<file path="src/rtl/rv32i_types.sv">
// Shared types and geometry for the cacheline-to-burst memory adapter.
// Imported by the adapter, its beat buffer and the bus interface.
package rv32i_types;

    localparam int BEATS       = 4;
    localparam int BEAT_W      = 64;
    localparam int LINE_W      = BEATS * BEAT_W;
    localparam int OFFSET_BITS = 5;
    localparam int BEAT_IDX_W  = $clog2(BEATS);

    typedef enum logic [1:0] {
        IDLE,
        RD,
        WR,
        DONE
    } adapter_state_t;

    typedef enum logic {
        SRC_I,
        SRC_D
    } req_src_t;

    // Clears the byte-within-line offset so the burst starts on a line boundary.
    function automatic logic [31:0] line_align(input logic [31:0] addr);
        return addr & ~32'((1 << OFFSET_BITS) - 1);
    endfunction

endpackage

</file>
<file path="src/rtl/bmem_line_adapter_if.sv">
// Bundle of I-cache, D-cache and burst-memory signals around the line adapter.
// slave is the adapter's view; master is the caches-plus-memory view.
interface bmem_line_adapter_if;
    import rv32i_types::*;

    logic [31:0]       i_line_address;
    logic              i_line_read;
    logic [LINE_W-1:0] i_line_rdata;
    logic              i_line_resp;

    logic [31:0]       d_line_address;
    logic              d_line_read;
    logic              d_line_write;
    logic [LINE_W-1:0] d_line_wdata;
    logic [LINE_W-1:0] d_line_rdata;
    logic              d_line_resp;

    logic [31:0]       bmem_address;
    logic              bmem_read;
    logic              bmem_write;
    logic [BEAT_W-1:0] bmem_rdata;
    logic [BEAT_W-1:0] bmem_wdata;
    logic              bmem_resp;

    modport slave (
        input  i_line_address, i_line_read,
        output i_line_rdata, i_line_resp,
        input  d_line_address, d_line_read, d_line_write, d_line_wdata,
        output d_line_rdata, d_line_resp,
        output bmem_address, bmem_read, bmem_write, bmem_wdata,
        input  bmem_rdata, bmem_resp
    );

    modport master (
        output i_line_address, i_line_read,
        input  i_line_rdata, i_line_resp,
        output d_line_address, d_line_read, d_line_write, d_line_wdata,
        input  d_line_rdata, d_line_resp,
        input  bmem_address, bmem_read, bmem_write, bmem_wdata,
        output bmem_rdata, bmem_resp
    );

endinterface

</file>
<file path="src/rtl/burst_beat_buffer.sv">
// One cacheline register plus beat counter: reads fill it beat by beat,
// writes preload it whole and present one beat at a time.
module burst_beat_buffer
    import rv32i_types::*;
(
    input  logic              clk,
    input  logic              rst,
    input  logic              load,
    input  logic [LINE_W-1:0] load_line,
    input  logic              beat_we,
    input  logic [BEAT_W-1:0] beat_wdata,
    input  logic              advance,
    output logic              last_beat,
    output logic [BEAT_W-1:0] beat_rdata,
    output logic [LINE_W-1:0] line
);

    logic [LINE_W-1:0]     line_q;
    logic [BEAT_IDX_W-1:0] idx_q;

    // NOTE: the line register is reset like any other state here so a
    // response can never expose data left over from before reset.
    // NOTE: sequential state is assigned non-blocking so every reader sees
    // the pre-edge value regardless of process ordering.
    always_ff @(posedge clk) begin
        if (rst) begin
            line_q <= '0;
            idx_q  <= '0;
        end else if (load) begin
            line_q <= load_line;
            idx_q  <= '0;
        end else begin
            if (beat_we) begin
                line_q[idx_q*BEAT_W +: BEAT_W] <= beat_wdata;
            end
            if (advance) begin
                idx_q <= idx_q + 1'b1;
            end
        end
    end

    assign beat_rdata = line_q[idx_q*BEAT_W +: BEAT_W];
    assign last_beat  = (idx_q == BEAT_IDX_W'(BEATS - 1));
    assign line       = line_q;

endmodule

</file>
<file path="src/rtl/bmem_line_adapter.sv">
// Arbitrates I/D cacheline requests onto one 64-bit burst memory port,
// serialising writebacks and reassembling fills into 256-bit lines.
module bmem_line_adapter
    import rv32i_types::*;
(
    input logic                clk,
    input logic                rst,
    bmem_line_adapter_if.slave bus
);

    adapter_state_t state_q, state_d;
    req_src_t       src_q, last_grant_q;
    logic           op_write_q;
    logic [31:0]    addr_q;

    logic              i_req, d_req, grant_d, grant_any, grant_write;
    logic              buf_load, buf_we, buf_advance, last_beat;
    logic [BEAT_W-1:0] beat_rdata;
    logic [LINE_W-1:0] line;

    assign i_req       = bus.i_line_read;
    assign d_req       = bus.d_line_read | bus.d_line_write;
    // On contention the port not served last wins; I-last at reset lets D go first.
    assign grant_d     = d_req && (!i_req || last_grant_q == SRC_I);
    assign grant_any   = i_req | d_req;
    // A D request with read and write both set is handled as a writeback.
    assign grant_write = grant_d && bus.d_line_write;

    burst_beat_buffer u_buf (
        .clk        (clk),
        .rst        (rst),
        .load       (buf_load),
        .load_line  (grant_write ? bus.d_line_wdata : '0),
        .beat_we    (buf_we),
        .beat_wdata (bus.bmem_rdata),
        .advance    (buf_advance),
        .last_beat  (last_beat),
        .beat_rdata (beat_rdata),
        .line       (line)
    );

    always_ff @(posedge clk) begin
        if (rst) begin
            state_q      <= IDLE;
            src_q        <= SRC_I;
            last_grant_q <= SRC_I;
            op_write_q   <= 1'b0;
            addr_q       <= '0;
        end else begin
            state_q <= state_d;
            if (state_q == IDLE && grant_any) begin
                src_q      <= grant_d ? SRC_D : SRC_I;
                op_write_q <= grant_write;
                addr_q     <= line_align(grant_d ? bus.d_line_address : bus.i_line_address);
            end
            if (state_q == DONE) begin
                last_grant_q <= src_q;
            end
        end
    end

    // NOTE: every signal driven here gets a default first so no path through
    // the case statement can leave one unassigned and infer a latch.
    always_comb begin
        state_d          = state_q;
        buf_load         = 1'b0;
        buf_we           = 1'b0;
        buf_advance      = 1'b0;
        bus.bmem_read    = 1'b0;
        bus.bmem_write   = 1'b0;
        bus.bmem_wdata   = '0;
        bus.bmem_address = '0;
        bus.i_line_resp  = 1'b0;
        bus.i_line_rdata = '0;
        bus.d_line_resp  = 1'b0;
        bus.d_line_rdata = '0;

        unique case (state_q)
            IDLE: begin
                if (grant_any) begin
                    buf_load = 1'b1;
                    state_d  = grant_write ? WR : RD;
                end
            end
            RD: begin
                bus.bmem_address = addr_q;
                bus.bmem_read    = 1'b1;
                if (bus.bmem_resp) begin
                    buf_we      = 1'b1;
                    buf_advance = 1'b1;
                    if (last_beat) state_d = DONE;
                end
            end
            WR: begin
                bus.bmem_address = addr_q;
                bus.bmem_write   = 1'b1;
                bus.bmem_wdata   = beat_rdata;
                if (bus.bmem_resp) begin
                    buf_advance = 1'b1;
                    if (last_beat) state_d = DONE;
                end
            end
            DONE: begin
                bus.bmem_address = addr_q;
                if (src_q == SRC_I) begin
                    bus.i_line_resp  = 1'b1;
                    bus.i_line_rdata = op_write_q ? '0 : line;
                end else begin
                    bus.d_line_resp  = 1'b1;
                    bus.d_line_rdata = op_write_q ? '0 : line;
                end
                state_d = IDLE;
            end
            default: state_d = IDLE;
        endcase
    end

endmodule

</file>
<file path="src/flat_wrapper.sv">
// flat-port wrapper written by rule: the top's interface ports become plain ports
module bmem_line_adapter_flat import rv32i_types::*;
  (clk, rst, bus_i_line_address, bus_i_line_read, bus_i_line_rdata, bus_i_line_resp, bus_d_line_address, bus_d_line_read, bus_d_line_write, bus_d_line_wdata, bus_d_line_rdata, bus_d_line_resp, bus_bmem_address, bus_bmem_read, bus_bmem_write, bus_bmem_wdata, bus_bmem_rdata, bus_bmem_resp);
  bmem_line_adapter_if bus_i ();
  input logic clk;
  input logic rst;
  input wire logic [$bits(bus_i.i_line_address)-1:0] bus_i_line_address;
  input wire logic [$bits(bus_i.i_line_read)-1:0] bus_i_line_read;
  output wire logic [$bits(bus_i.i_line_rdata)-1:0] bus_i_line_rdata;
  output wire logic [$bits(bus_i.i_line_resp)-1:0] bus_i_line_resp;
  input wire logic [$bits(bus_i.d_line_address)-1:0] bus_d_line_address;
  input wire logic [$bits(bus_i.d_line_read)-1:0] bus_d_line_read;
  input wire logic [$bits(bus_i.d_line_write)-1:0] bus_d_line_write;
  input wire logic [$bits(bus_i.d_line_wdata)-1:0] bus_d_line_wdata;
  output wire logic [$bits(bus_i.d_line_rdata)-1:0] bus_d_line_rdata;
  output wire logic [$bits(bus_i.d_line_resp)-1:0] bus_d_line_resp;
  output wire logic [$bits(bus_i.bmem_address)-1:0] bus_bmem_address;
  output wire logic [$bits(bus_i.bmem_read)-1:0] bus_bmem_read;
  output wire logic [$bits(bus_i.bmem_write)-1:0] bus_bmem_write;
  output wire logic [$bits(bus_i.bmem_wdata)-1:0] bus_bmem_wdata;
  input wire logic [$bits(bus_i.bmem_rdata)-1:0] bus_bmem_rdata;
  input wire logic [$bits(bus_i.bmem_resp)-1:0] bus_bmem_resp;
  assign bus_i.i_line_address = bus_i_line_address;
  assign bus_i.i_line_read = bus_i_line_read;
  assign bus_i_line_rdata = bus_i.i_line_rdata;
  assign bus_i_line_resp = bus_i.i_line_resp;
  assign bus_i.d_line_address = bus_d_line_address;
  assign bus_i.d_line_read = bus_d_line_read;
  assign bus_i.d_line_write = bus_d_line_write;
  assign bus_i.d_line_wdata = bus_d_line_wdata;
  assign bus_d_line_rdata = bus_i.d_line_rdata;
  assign bus_d_line_resp = bus_i.d_line_resp;
  assign bus_bmem_address = bus_i.bmem_address;
  assign bus_bmem_read = bus_i.bmem_read;
  assign bus_bmem_write = bus_i.bmem_write;
  assign bus_bmem_wdata = bus_i.bmem_wdata;
  assign bus_i.bmem_rdata = bus_bmem_rdata;
  assign bus_i.bmem_resp = bus_bmem_resp;
  bmem_line_adapter u_core (.clk(clk), .rst(rst), .bus(bus_i));
endmodule
</file>
<file path="config.mk">
export PLATFORM = sky130hd
export DESIGN_NAME = bmem_line_adapter_flat
export DESIGN_NICKNAME = d
export VERILOG_FILES = /design/src/rtl/rv32i_types.sv /design/src/rtl/bmem_line_adapter_if.sv /design/src/rtl/burst_beat_buffer.sv /design/src/rtl/bmem_line_adapter.sv /design/src/flat_wrapper.sv
export SDC_FILE = /design/constraint.sdc
export NUM_CORES = 1
export LEC_CHECK = 0
export CORE_AREA = 5 5 388 390
export CTS_BUF_LIST = sky130_fd_sc_hd__clkbuf_8
export DETAILED_ROUTE_END_ITERATION = 7
export DIE_AREA = 0 0 393 395
export PLACE_DENSITY = 0.41
export SETUP_SLACK_MARGIN = 0.02
export SLEW_MARGIN = 30
export SYNTH_ARGS = -nofsm -noshare
export SYNTH_HDL_FRONTEND = slang
export SYNTH_SLANG_ARGS = --single-unit
</file>
<file path="constraint.sdc">
create_clock -name clk -period 5.97 [get_ports clk]
set_clock_uncertainty 0.15 [all_clocks]
set_input_delay 0.597 -clock clk [delete_from_list [all_inputs] [get_ports clk]]
set_output_delay 0.597 -clock clk [all_outputs]
set_load 0.05 [all_outputs]
</file>
run_1/clocks.png
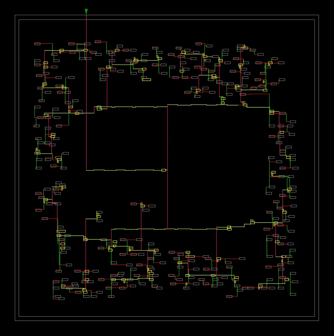
number of CTS-inserted buffers: 68
CLK BUF: 76

run_1/placement_by_type.png
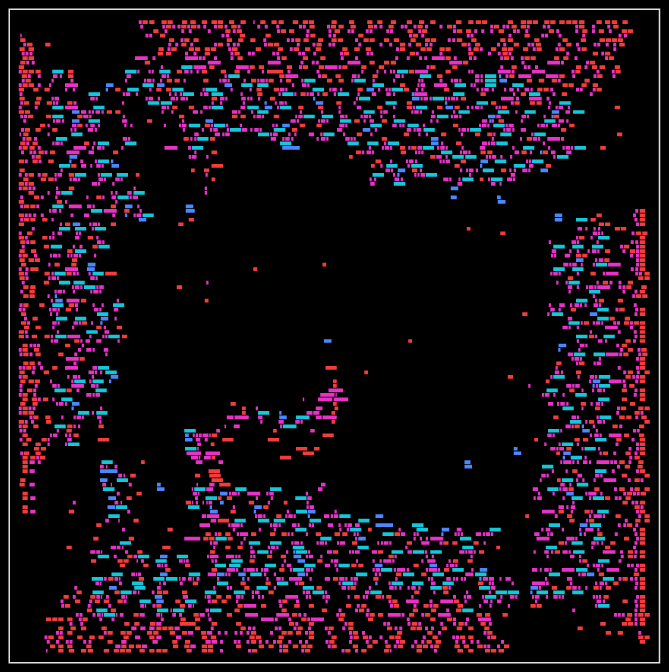
sequential cells -> cyan  # cells 290
clock drivers and dummy loads -> blue  # cells 120
combinational and other logic -> magenta  # cells 1,897
remaining buffers and delay cells -> red  # cells 1,039

run_1/flops_by_reg.png
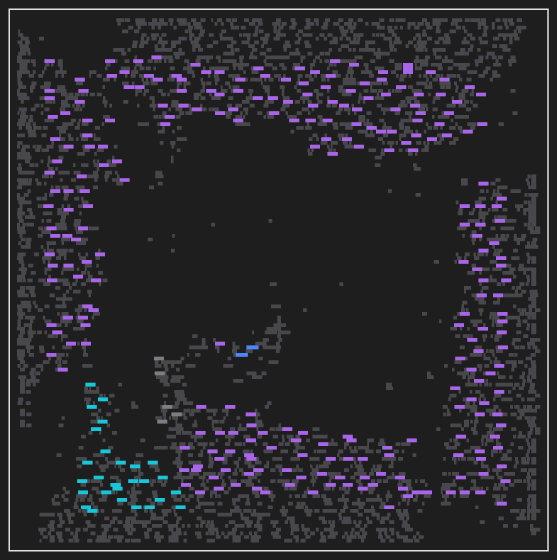
u_core.u_buf.idx_q -> blue  # flops 2
u_core.addr_q -> cyan  # flops 27, where south-west
u_core.u_buf.line -> purple  # flops 256, where widely spread
sequential cell area share: 17.4%
Flop area: 5810 µm²

==> ci_impl_report.md, run 1 <==
### Flow metrics

| Metric | Value |
|---|---|
| Setup crit start | u_core.u_buf.idx_q[0]$_SDFFE_PP0P_ |
| Initial detailed-routing violation count | 1,764 |
| Hold WC Path Type | reg2reg |
| Vias in the first global route | 23,900 |
| Post-synth EDFFs | 0 |
| Fill cell count | 16,200 |
| Slowest stage delay, CP | 860 ps |
| CP Max Fanout | 73 |
| Kind of critical path | reg2out |
| H-tree Lvls | 3 |
| Antenna-violating nets left | 0 |
| Core area | 147,000 µm² |
| R2r worst-path depth | 6 |
| Setup bufs post-CTS | 0 |
| Outcome | completed |
| Max-area cell class | multi-input combinational cells |
| Pwr Total | 0.0136 W |
| Switching Share | 52.7% |
| Worst setup path endpoint | bus_bmem_wdata[36] |
| Static leakage | 11.0 nW |
| Root buf cell | clkbuf_8 |
| Commonest flop | dfxtp_1 |
| IO buf count | 986 |
| Synth warn | 0 |
| Psw | approximately 0.0072 W |
| Post-synth top area cell | dfxtp_1 |
| Rel. slew slack | a little under a third |
| Comb pwr | 0.00724 W |
| Complex Gates by Area | 13.0% |
| Crit start category | register |
| CTS tree | yes |
| First-pass GRT wire length | 201 mm |
| Non-CTS inverters | 6 |
| Routed via count | 24,200 |
| Setup ws final | 1530 ps |
| Min Hold Slack | 342 ps |
| Fraction of registers with async set/reset | 0% |
| Logic share of the area | 39.6% |
| WP depth | 4 |
| Buffer and inverter count on the worst path | 2 |
| Core Util at FP | between 10% and 20% |
| Clock Network Area Fraction | under 10% |
| Placed cells | 5,154 |
-- run 1: repair_timing --
action                                 in CTS  in global routing
endpoints found under the hold margin      22                  0
hold buffers                                1                  0
resized                                     0                  0
-- run 1: layer usage --
layer  GRT usage, %  wire length, µm  part of all wire, %  vias up
li1               -                -                    -    10900
met1           22.7            60100                   41    12200
met2           30.6            72300                   49     1001
met3           4.23            11400                  7.7      142
met4           4.49             2750                  1.9       12
met5              0               81                0.055        -
-- run 1: state kept, by name, summed over array words and instances, names as in the netlist --
register / cells
u_core.u_buf.line: 256
u_core.addr_q: 27
u_core.state_q: 2
u_core.u_buf.idx_q: 2
u_core.last_grant_q: 1
u_core.op_write_q: 1
u_core.src_q: 1
## Run 2: what changed since run 1
- CORE_AREA: 5 5 388 390 -> 5 5 390 392
- DIE_AREA: 0 0 393 395 -> 0 0 395 397
- clock period: 5.97 -> 4.4 ns (I/O delays scaled with it)
run_2/flops_by_reg.png
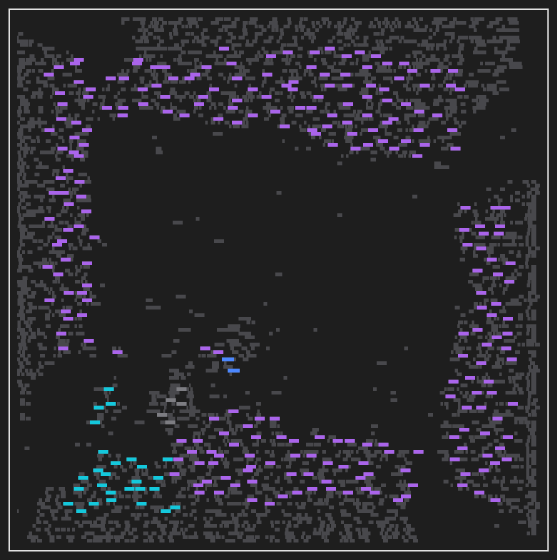
u_core.u_buf.line -> purple  # flops 256, where widely spread
u_core.addr_q -> cyan  # flops 27, where south-west
u_core.u_buf.idx_q -> blue  # flops 2
not colored = 5
Seq power: 0.00530 W
sequential cell area share: 17.1%

==> run 2 against run 1 <==
Synthesized area unchanged. Sequential power rose by 35%. Highest routed layer unchanged. Largest power group unchanged. Clock power rose by 37%.
==> ci_impl_report.md, run 2 <==
### Flow metrics

| Metric | Value |
|---|---|
| Outcome | completed |
| Min Hold Slack | 204 ps (-138 ps) |
| Vias in the first global route | 24,300 (+1.7%) |
| CP Max Fanout | 142 (+95%) |
| Flop area | 5810 µm² (unchanged) |
| Placed cells | 5,181 (+0.52%) |
| Fraction of registers with async set/reset | 0% (unchanged) |
| Psw | 0.00972 W (+36%) |
| Setup ws final | 397 ps (-1130 ps) |
| Pwr Total | 0.0185 W (+36%) |
| Post-synth top area cell | dfxtp_1 |
| Core area | 149,000 µm² (+1.2%) |
| Max-area cell class | multi-input combinational cells |
| Clock Network Area Fraction | 3.89% (-0.11 points) |
| CTS tree | yes |
| First-pass GRT wire length | 199 mm (-0.86%) |
| Fill cell count | 16,400 (+1.6%) |
| Number of CTS-inserted buffers | 68 (unchanged) |
| Switching Share | 52.6% (-0.094 points) |
| CLK BUF | 80 (+5.3%) |
| Routed via count | 24,400 (+0.83%) |
| Initial detailed-routing violation count | 1,883 (+6.7%) |
| Slowest stage delay, CP | 850 ps (about the same) |
| Largest register FFs | 256 (unchanged) |
| Comb pwr | 0.00988 W (+36%) |
| Setup bufs post-CTS | 0 (unchanged) |
| Non-CTS inverters | 6 (unchanged) |
| Post-synth EDFFs | 0 (unchanged) |
| IO buf count | 986 (unchanged) |
## run 2: cell counts after synthesis
No cell type changed its count.
## run 2: final timing paths
path                                           start                             endpoint  slack [ps]  cells after the start
setup / recovery      u_core.state_q[1]$_SDFFE_PP0P_                bus_d_line_rdata[250]         400                      6
hold reg to reg       u_core.addr_q[24]$_SDFFE_PP0P_       u_core.addr_q[24]$_SDFFE_PP0P_         340                      2
setup reg to reg  u_core.u_buf.idx_q[0]$_SDFFE_PP0P_  u_core.u_buf.line[177]$_SDFFE_PP0P_        1100                      7
hold / removal                                   rst  u_core.u_buf.line[187]$_SDFFE_PP0P_         200                      2
## run 2: metal layers
layer	part of all wire (%)	track usage [%]
met5	0.071	0.0924
met4	3.6	6.95
met3	7.9	4.98
met2	48	28.9
met1	41	21.7
Power is estimated from default activity; no workload was simulated.
